==> config.mk <==
export PLATFORM = sky130hd
export DESIGN_NAME = pipeline_hazard_ctrl_flat
export DESIGN_NICKNAME = d
export VERILOG_FILES = /design/src/rtl/pipeline_hazard_ctrl_pkg.sv /design/src/rtl/pipeline_hazard_ctrl_if.sv /design/src/rtl/pipeline_hazard_ctrl_sat_counter.sv /design/src/rtl/pipeline_hazard_ctrl.sv /design/src/flat_wrapper.sv
export SDC_FILE = /design/constraint.sdc
export NUM_CORES = 1
export LEC_CHECK = 0
export ABC_AREA = 1
export CAP_MARGIN = 20
export CELL_PAD_IN_SITES_DETAIL_PLACEMENT = 1
export CELL_PAD_IN_SITES_GLOBAL_PLACEMENT = 1
export CORE_ASPECT_RATIO = 1.75
export CORE_MARGIN = 2
export CORE_UTILIZATION = 40
export DETAILED_ROUTE_END_ITERATION = 6
export DONT_BUFFER_PORTS = 1
export GPL_TIMING_DRIVEN = 0
export PLACE_DENSITY = 0.84
export SYNTH_ARGS = -nofsm -noshare
export SYNTH_HDL_FRONTEND = slang
export SYNTH_SLANG_ARGS = --single-unit
==> constraint.sdc <==
create_clock -name clk -period 1.6 [get_ports clk]
set_input_delay 0.24 -clock clk [delete_from_list [all_inputs] [get_ports clk]]
set_output_delay 0.24 -clock clk [all_outputs]
set_load 0.05 [all_outputs]
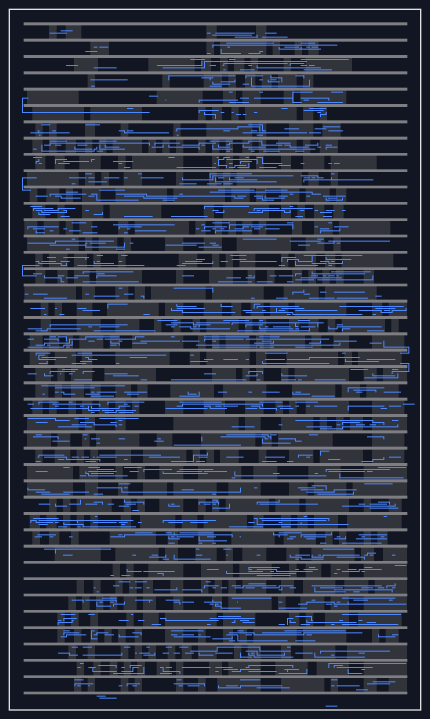
run_1/m1.png
(6 px per um) Supply wires on this layer in grey.
longest straight run	23.9 um
nets with wire on the layer	459
share of all routed wire	32%
wire length on this layer	3280 um
main direction	horizontal
Post-Route WL: 10100 um
via count: 2977

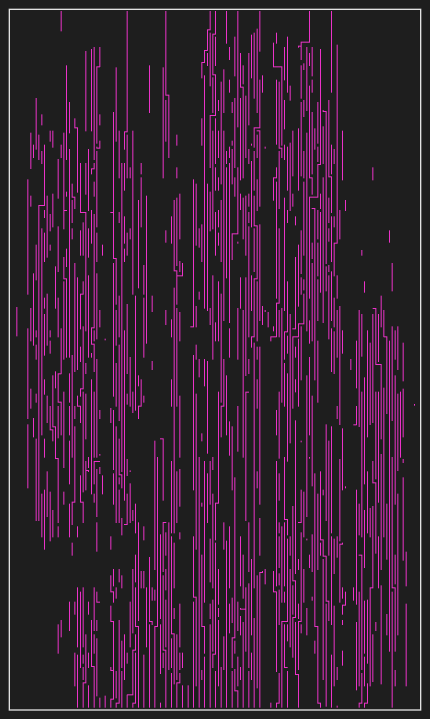
run_1/m2.png
(6 px per um)
wire length on this layer	6060 um
nets with wire on the layer	444
main direction	vertical
share of all routed wire	60%
longest straight run	52.5 um
grt met2 use: 0.452

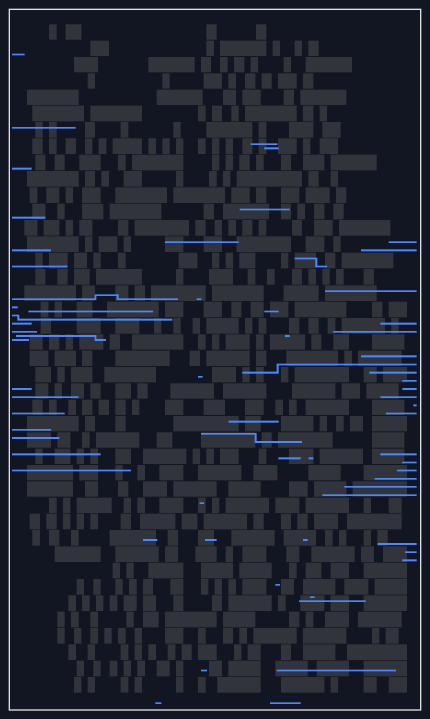
run_1/m3.png
(6 px per um)
nets with wire on the layer	52
wire length on this layer	478 um
main direction	horizontal
share of all routed wire	4.7%
longest straight run	25.5 um
Global Route met3 Usage: 0.0501

==> results.toml, run 1 <==
# synthesis and place-and-route metrics
[run_status]
violations = "negative setup slack"
status = "finished with violations"

[cells_and_area]
clk_share = 0.0483
stdcell_count = 534
final_area_sq_um = 4120
buf_share = 0.110

[global_routing]
grt_pass1_wl_um = 14100

[worst_setup_path]
path_cells = "o21ai_2 -> nand2_2 -> nand2_8 -> nor2_8 -> nand2_8 -> buf_8 -> mux2_4"
r2r_slack_ns = -0.35
crit_slowest_cell = "dfxtp_4"

[synthesis]
synth_nets = 452
compound_area_frac = 0.114
synthTopCellsByArea = "dfxtp_1 35%, nand2_1 9.6%, nor2_1 8.0%, inv_1 5.7%, a21oi_1 5.4%"
ys_area_sq_um = 2900
synthMuxAreaShare = 0.0622
ys_seq_share = 0.346

[flow_run]
warnings = 29

[sta]
final-setup-viol-count = 72
fin_ws_ns = -0.550
tightestPinTransition_ns = 0.689

[pwr]
switching_share = 0.271
switchingPower_uw = 877
seq-power_mw = 1.26
maxPowerGroup = "clock"

[placement]
post-place-ws_ns = -0.385
==> run 2, diff against run 1 <==
--- a/config.mk
+++ b/config.mk
@@ -6,16 +6,17 @@
 export NUM_CORES = 1
 export LEC_CHECK = 0
 export ABC_AREA = 1
-export CAP_MARGIN = 20
 export CELL_PAD_IN_SITES_DETAIL_PLACEMENT = 1
 export CELL_PAD_IN_SITES_GLOBAL_PLACEMENT = 1
 export CORE_ASPECT_RATIO = 1.75
 export CORE_MARGIN = 2
-export CORE_UTILIZATION = 40
+export CORE_UTILIZATION = 41
+export CTS_BUF_LIST = sky130_fd_sc_hd__clkbuf_4
 export DETAILED_ROUTE_END_ITERATION = 6
 export DONT_BUFFER_PORTS = 1
 export GPL_TIMING_DRIVEN = 0
-export PLACE_DENSITY = 0.84
+export HOLD_SLACK_MARGIN = 0.1
+export PLACE_DENSITY = 0.86
 export SYNTH_ARGS = -nofsm -noshare
 export SYNTH_HDL_FRONTEND = slang
 export SYNTH_SLANG_ARGS = --single-unit
==> results.toml, run 2 <==
# synthesis and place-and-route metrics
[global_routing]
gr-usage-met2 = 0.529
grt_pass1_wl_um = 15900

[cells_and_area]
largest_class = "combinational gates"
stdcell_count = 547
final_area_sq_um = 4040
area_delta_synth_final_pct = 39.5
buf_share = 0.143
final_common_cell = "nand2_1"
fin_nets = 502
inv_count = 49

[pwr]
maxPowerGroup = "sequential cells"
seq-power_mw = 1.26
switching_share = 0.340

[sta]
worst_slew_margin_rel = 0.521
tightestPinTransition_ns = 0.712
fin_ws_ns = -0.658
final-setup-viol-count = 72
slew_viol_final = 0

[synthesis]
ys_area_sq_um = 2900
compound_area_frac = 0.114
simple_gate_area_frac = 0.333
ys_seq_share = 0.346
synthTopCellsByArea = "dfxtp_1 35%, nand2_1 9.6%, nor2_1 8.0%, inv_1 5.7%, a21oi_1 5.4%"
synthMuxAreaShare = 0.0622
post_synth_most_frequent_cells = "74 x nand2_1, 62 x nor2_1, 50 x dfxtp_1"
synth_nets = 452

[flow_run]
warnings = 30

[placement]
portBuffers = 0

[worst_setup_path]
worstSetupStartpointType = "flip-flop"
path_depth = 7
path_cells = "o21ai_2 -> nand2_2 -> nand2_8 -> nor2_8 -> nand2_8 -> buf_16 -> mux2_4"
crit_slowest_cell = "dfxtp_4"
r2r_slack_ns = -0.43

[drt]
wire_per_inst_um = 20.1
ant_nets = 0

[run_status]
violations = "negative setup slack"
status = "finished with violations"
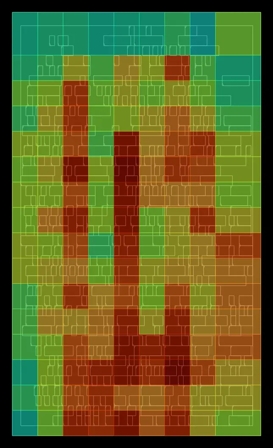
run_2/congestion_map.png
gr busiest metal: met2
Util after Layout: 0.589

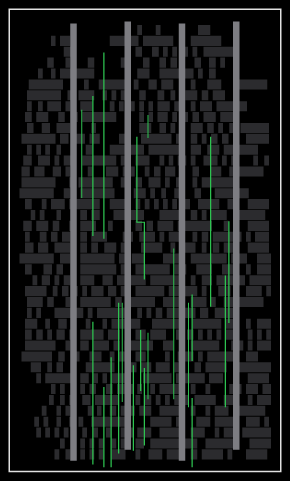
run_2/m4.png
(4 px per um) Supply wires on this layer in grey.
share of all routed wire	5.1%
main direction	vertical
longest straight run	46.2 um
via count: 3065
Post-Route WL: 11000 um

